Signal wires by layer:
Scale: 2 px per um.
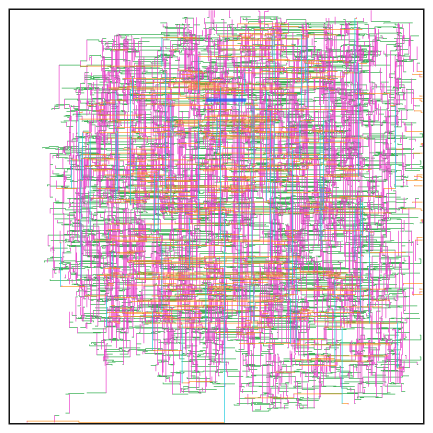
Congestion heat map:
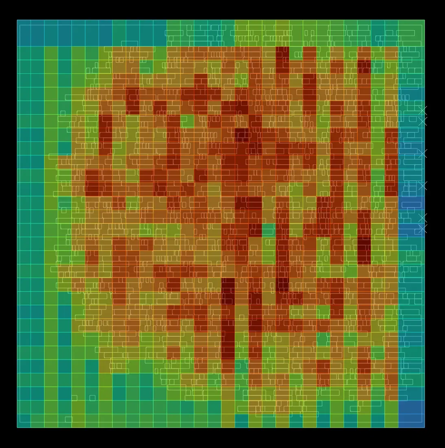
Port wiring:
Scale: 2 px per um.
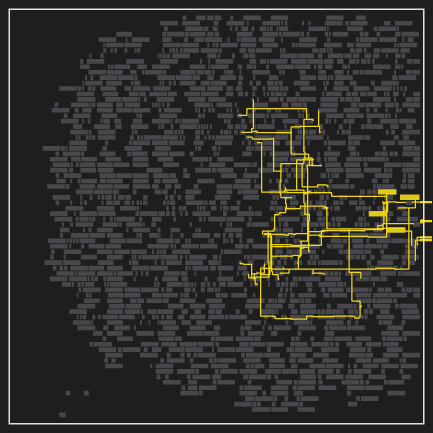
Pin placement:
Scale: 1.5 px per um. Pins as bars across the die edge, other pins in gray.
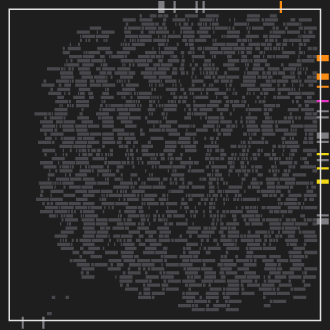
Where the registers sit:
Scale: 1.5 px per um. Other sequential cells in the stronger gray, the rest of the logic in the fainter gray.
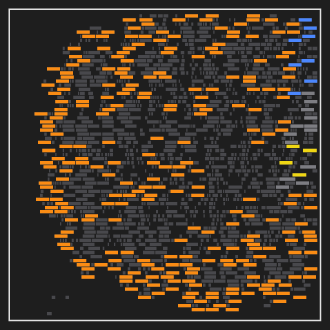
### config.mk
export PLATFORM = sky130hd
export DESIGN_NAME = cat_trap_game_fsm_flat
export DESIGN_NICKNAME = d
export VERILOG_FILES = /design/src/rtl/cat_trap_game_fsm_pkg.sv /design/src/rtl/cat_trap_game_fsm_if.sv /design/src/rtl/cat_trap_game_fsm_btn_pulse.sv /design/src/rtl/cat_trap_game_fsm.sv /design/src/flat_wrapper.sv
export SDC_FILE = /design/constraint.sdc
export NUM_CORES = 1
export LEC_CHECK = 0
export CAP_MARGIN = 0
export CORE_UTILIZATION = 45
export CTS_BUF_LIST = sky130_fd_sc_hd__clkbuf_8
export DETAILED_ROUTE_END_ITERATION = 16
export PLACE_DENSITY = 0.6
export SYNTH_ARGS = -nofsm -noshare
export SYNTH_HDL_FRONTEND = slang
export SYNTH_SLANG_ARGS = --single-unit
### constraint.sdc
create_clock -name Clk -period 9.9 [get_ports Clk]
set_clock_uncertainty 0.2 [all_clocks]
set_input_delay 1.98 -clock Clk [delete_from_list [all_inputs] [get_ports Clk]]
set_output_delay 1.98 -clock Clk [all_outputs]
set_load 0.005 [all_outputs]
### src/rtl/cat_trap_game_fsm_pkg.sv
// rtl/cat_trap_game_fsm_pkg.sv - shared types and constants for the CatTrap game-logic stage
package cat_trap_pkg;

    localparam int MAX_N = 16;
    localparam int IDX_W = $clog2(MAX_N);

    localparam logic [2:0] ST_INIT   = 3'd0;
    localparam logic [2:0] ST_PLAYER = 3'd1;
    localparam logic [2:0] ST_CAT    = 3'd2;
    localparam logic [2:0] ST_WIN    = 3'd3;
    localparam logic [2:0] ST_LOSE   = 3'd4;

    typedef enum logic [2:0] {
        S_INIT   = ST_INIT,
        S_PLAYER = ST_PLAYER,
        S_CAT    = ST_CAT,
        S_WIN    = ST_WIN,
        S_LOSE   = ST_LOSE
    } state_t;

    // Cat step priority: the lowest value is tried first.
    localparam int DIR_UP    = 0;
    localparam int DIR_RIGHT = 1;
    localparam int DIR_DOWN  = 2;
    localparam int DIR_LEFT  = 3;
    localparam int NUM_DIRS  = 4;

    typedef logic [IDX_W-1:0] idx_t;
    typedef logic [MAX_N-1:0][MAX_N-1:0] board_t;

endpackage

### src/rtl/cat_trap_game_fsm_if.sv
// rtl/cat_trap_game_fsm_if.sv - player controls and game status bundle
interface cat_trap_if;
    import cat_trap_pkg::*;

    logic       Start;
    logic       Place;
    idx_t       Sel_Row;
    idx_t       Sel_Col;
    idx_t       Row;
    idx_t       Col;
    logic       Win;
    logic       Lose;
    logic [7:0] Moves;
    logic [2:0] State;

    modport master (
        output Start, Place, Sel_Row, Sel_Col,
        input  Row, Col, Win, Lose, Moves, State
    );

    modport slave (
        input  Start, Place, Sel_Row, Sel_Col,
        output Row, Col, Win, Lose, Moves, State
    );

endinterface

### src/rtl/cat_trap_game_fsm_btn_pulse.sv
// rtl/cat_trap_game_fsm_btn_pulse.sv - raw button to one-cycle pulse; debounce filter under CAT_TRAP_DEBOUNCE_EN
module btn_pulse #(
    parameter int unsigned DEBOUNCE_CYCLES = 1000000
) (
    input  logic clk,
    input  logic rst,
    input  logic btn,
    output logic pulse
);

    logic [1:0] sync;
    logic       level;
    logic       level_q;

    always_ff @(posedge clk or posedge rst) begin
        if (rst) begin
            sync <= 2'b00;
        end else begin
            sync <= {sync[0], btn};
        end
    end

`ifdef CAT_TRAP_DEBOUNCE_EN
    localparam int CNT_W = $clog2(DEBOUNCE_CYCLES + 1);

    logic [CNT_W-1:0] cnt;
    logic             filt;

    // Any glitch back to the filtered level restarts the stability count.
    always_ff @(posedge clk or posedge rst) begin
        if (rst) begin
            cnt  <= '0;
            filt <= 1'b0;
        end else if (sync[1] == filt) begin
            cnt <= '0;
        end else if (cnt == CNT_W'(DEBOUNCE_CYCLES - 1)) begin
            cnt  <= '0;
            filt <= sync[1];
        end else begin
            cnt <= cnt + 1'b1;
        end
    end

    assign level = filt;
`else
    logic unused_cfg;
    assign unused_cfg = ^32'(DEBOUNCE_CYCLES);
    assign level      = sync[1];
`endif

    always_ff @(posedge clk or posedge rst) begin
        if (rst) begin
            level_q <= 1'b0;
        end else begin
            level_q <= level;
        end
    end

    assign pulse = level & ~level_q;

endmodule

### src/rtl/cat_trap_game_fsm.sv
// rtl/cat_trap_game_fsm.sv - CatTrap board, cat movement and win/lose FSM; optional CAT_TRAP_DEBOUNCE_EN
module cat_trap_game_fsm
    import cat_trap_pkg::*;
#(
    parameter int          N               = 11,
    parameter int          CAT_R0          = N / 2,
    parameter int          CAT_C0          = N / 2,
    parameter int unsigned DEBOUNCE_CYCLES = 1000000
) (
    input  logic      Clk,
    input  logic      Reset,
    cat_trap_if.slave game
);

    localparam idx_t LAST = idx_t'(N - 1);

    state_t     state, state_nxt;
    idx_t       row, row_nxt, col, col_nxt;
    idx_t       step_row, step_col, cand_row, cand_col;
    logic [7:0] moves, moves_nxt;
    board_t     board;
    logic       start_p, place_p;
    logic       set_cell, clear_board, place_ok, found, on_edge;

    btn_pulse #(.DEBOUNCE_CYCLES(DEBOUNCE_CYCLES)) u_start (
        .clk(Clk), .rst(Reset), .btn(game.Start), .pulse(start_p)
    );

    btn_pulse #(.DEBOUNCE_CYCLES(DEBOUNCE_CYCLES)) u_place (
        .clk(Clk), .rst(Reset), .btn(game.Place), .pulse(place_p)
    );

    assign place_ok = ({1'b0, game.Sel_Row} < 5'(N)) && ({1'b0, game.Sel_Col} < 5'(N))
                   && !board[game.Sel_Row][game.Sel_Col]
                   && !((game.Sel_Row == row) && (game.Sel_Col == col));

    // The cat is interior whenever CAT is entered, so every neighbour index is in range.
    always_comb begin
        found    = 1'b0;
        step_row = row;
        step_col = col;
        cand_row = row;
        cand_col = col;
        for (int d = 0; d < NUM_DIRS; d++) begin
            cand_row = row;
            cand_col = col;
            case (d)
                DIR_UP:    cand_row = row - 1'b1;
                DIR_RIGHT: cand_col = col + 1'b1;
                DIR_DOWN:  cand_row = row + 1'b1;
                default:   cand_col = col - 1'b1;
            endcase
            if (!found && !board[cand_row][cand_col]) begin
                found    = 1'b1;
                step_row = cand_row;
                step_col = cand_col;
            end
        end
    end

    assign on_edge = (step_row == '0) || (step_row == LAST) || (step_col == '0) || (step_col == LAST);

    always_comb begin
        state_nxt   = state;
        row_nxt     = row;
        col_nxt     = col;
        moves_nxt   = moves;
        set_cell    = 1'b0;
        clear_board = 1'b0;
        case (state)
            S_CAT: begin
                if (!found) begin
                    state_nxt = S_WIN;
                end else begin
                    row_nxt   = step_row;
                    col_nxt   = step_col;
                    state_nxt = on_edge ? S_LOSE : S_PLAYER;
                end
            end
            default: begin
                if (start_p) begin
                    clear_board = 1'b1;
                    row_nxt     = idx_t'(CAT_R0);
                    col_nxt     = idx_t'(CAT_C0);
                    moves_nxt   = 8'd0;
                    state_nxt   = S_PLAYER;
                end else if ((state == S_PLAYER) && place_p && place_ok) begin
                    set_cell  = 1'b1;
                    moves_nxt = (moves == 8'hFF) ? moves : moves + 8'd1;
                    state_nxt = S_CAT;
                end
            end
        endcase
    end

    always_ff @(posedge Clk or posedge Reset) begin
        if (Reset) begin
            state <= S_INIT;
            row   <= idx_t'(CAT_R0);
            col   <= idx_t'(CAT_C0);
            moves <= 8'd0;
            board <= '0;
        end else begin
            state <= state_nxt;
            row   <= row_nxt;
            col   <= col_nxt;
            moves <= moves_nxt;
            if (clear_board) begin
                board <= '0;
            end else if (set_cell) begin
                board[game.Sel_Row][game.Sel_Col] <= 1'b1;
            end
        end
    end

    assign game.Row   = row;
    assign game.Col   = col;
    assign game.Win   = (state == S_WIN);
    assign game.Lose  = (state == S_LOSE);
    assign game.Moves = moves;
    assign game.State = state;

endmodule

### src/flat_wrapper.sv
// flat-port wrapper written by rule: the top's interface ports become plain ports
module cat_trap_game_fsm_flat import cat_trap_pkg::*;
#(
    parameter int          N               = 11,
    parameter int          CAT_R0          = N / 2,
    parameter int          CAT_C0          = N / 2,
    parameter int unsigned DEBOUNCE_CYCLES = 1000000
)
  (Clk, Reset, game_Start, game_Place, game_Sel_Row, game_Sel_Col, game_Row, game_Col, game_Win, game_Lose, game_Moves, game_State);
  cat_trap_if game_i ();
  input  logic Clk;
  input  logic Reset;
  input wire logic [$bits(game_i.Start)-1:0] game_Start;
  input wire logic [$bits(game_i.Place)-1:0] game_Place;
  input wire logic [$bits(game_i.Sel_Row)-1:0] game_Sel_Row;
  input wire logic [$bits(game_i.Sel_Col)-1:0] game_Sel_Col;
  output wire logic [$bits(game_i.Row)-1:0] game_Row;
  output wire logic [$bits(game_i.Col)-1:0] game_Col;
  output wire logic [$bits(game_i.Win)-1:0] game_Win;
  output wire logic [$bits(game_i.Lose)-1:0] game_Lose;
  output wire logic [$bits(game_i.Moves)-1:0] game_Moves;
  output wire logic [$bits(game_i.State)-1:0] game_State;
  assign game_i.Start = game_Start;
  assign game_i.Place = game_Place;
  assign game_i.Sel_Row = game_Sel_Row;
  assign game_i.Sel_Col = game_Sel_Col;
  assign game_Row = game_i.Row;
  assign game_Col = game_i.Col;
  assign game_Win = game_i.Win;
  assign game_Lose = game_i.Lose;
  assign game_Moves = game_i.Moves;
  assign game_State = game_i.State;
  cat_trap_game_fsm #(.N(N), .CAT_R0(CAT_R0), .CAT_C0(CAT_C0), .DEBOUNCE_CYCLES(DEBOUNCE_CYCLES)) u_core (.Clk(Clk), .Reset(Reset), .game(game_i));
endmodule
==> summary.txt <==
P_seq -> 1.23 mW
Mux area share -> 0.334
XOR/XNOR Area Share -> 0.0161
HP Class -> flip-flop to flip-flop
worst path arrival time -> 7.06 ns
Placed Area -> 19,500 sq um
Area Growth Syn to Fin -> 9.03%
sw power -> 1.41 mW
failing checks -> design-rule violations
floorplan net count -> 1,622
wire per inst -> 27.2 um
Critical Path Source Type -> primary input
Main power group -> combinational cells
clock sink count -> 281
Synth top cell by count -> dfrtp_1
CP peak stage delay -> 0.91 ns
status -> finished with violations
crit end category -> flip-flop
FILL cells -> 3,648
HPWL after detailed placement -> 37.7 mm
number of enable flip-flop cells -> 0
CTS clk-pin slew, worst paths -> 0.06 ns
WP buf/inv -> 2
Post-route DRC -> 6
Design Area, Final -> 20,500 sq um
post-synthesis adder-cell area fraction -> 0.00332
synthesis area per yosys -> 18,800 sq um
Back to the opening pictures, 'signal wires by layer':
cyan -> M4  # wire length 2,320 um
magenta -> M2  # wire length 26.5 mm
orange -> M3  # wire length 6,450 um
green -> M1  # wire length 23.3 mm
blue -> M5  # wire length 18.4 um
via count: 14,399
Routed WL: 58.5 mm

Back to the opening pictures, 'congestion heat map':
met3 Use GR: 0.0896
GR met2 Demand/Resource: 0.417
Top Usage Layer GRT: met2
met1 usage: 0.387

Back to the opening pictures, 'port wiring':
yellow -> `game_Col`  # bits 4, direction output, edge east, end cells 4, buffers 5, wire 1,310 um

Back to the opening pictures, 'pin placement':
magenta -> `game_Place`  # pins 1, direction input, edge east
yellow -> `game_Col`  # pins 4, direction output, edge east
orange -> `game_Moves`  # pins 8, direction output, edge 7 east, 1 north
port buffer count: 32
die width: 207 um
Die Ht: 207 um

Back to the opening pictures, 'where the registers sit':
blue -> `u_core.game.Moves`  # placed flops 8, where north-east
orange -> `u_core.board`  # placed flops 256, where widely spread
yellow -> `u_core.game.Col`  # placed flops 4, where east
not colored = 13
Seq area share: 0.343
final core occ: 0.500

==> sequential cells by signal, summed over array words and instances, names as in the netlist <==
register / count
u_core.game.Col: 4
u_core.u_start.level_q: 1
u_core.game.State: 3
u_core.u_place.sync: 2
u_core.game.Moves: 8
u_core.board: 256
u_core.u_start.sync: 2
u_core.game.Row: 4
u_core.u_place.level_q: 1
==> area by class of cell <==
| type | instances | share of cell area |
|---|---|---|
| Multi-Input combinational cell | 1163 | 0.541 |
| Sequential cell | 281 | 0.343 |
| Clock buffer | 64 | 0.0429 |
| Tap cell | 532 | 0.0324 |
| Timing Repair Buffer | 67 | 0.0286 |
| Clock inverter | 29 | 0.00878 |
| Inverter | 15 | 0.00293 |
==> logic make-up (layout without fill, tap and decap cells) <==
group           count (synthesis)  count (layout)
fa+ha+maj                       5               5
xor+xnor                       29              29
compound gates                263             263
flops                         281             281
buf+inv                       161             175
simple gates                  524             524
mux                           342             342
==> final timing paths <==
check / cells past startpoint / slack [ns] / startpoint / end
worst max-delay path: 12 / 3.20 / game_Sel_Row[0] / u_core.board[4]$_DFFE_PP0P_
worst min-delay path: 0 / 0.16 / u_core.u_start.sync[0]$_DFF_PP0_ / u_core.u_start.sync[1]$_DFF_PP0_
worst max register to register: 14 / 3.35 / u_core.game.Row[0]$_DFFE_PP1N_ / u_core.game.State[0]$_DFFE_PP0P_
worst min register to register: 0 / 0.16 / u_core.u_start.sync[0]$_DFF_PP0_ / u_core.u_start.sync[1]$_DFF_PP0_
max in group asynchronous: 4 / 6.28 / Reset / u_core.game.State[2]$_DFFE_PP0P_
min in group asynchronous: 3 / 1.73 / Reset / u_core.board[176]$_DFFE_PP0P_
Power figures rest on the tool's default switching activity, not on a simulated workload.
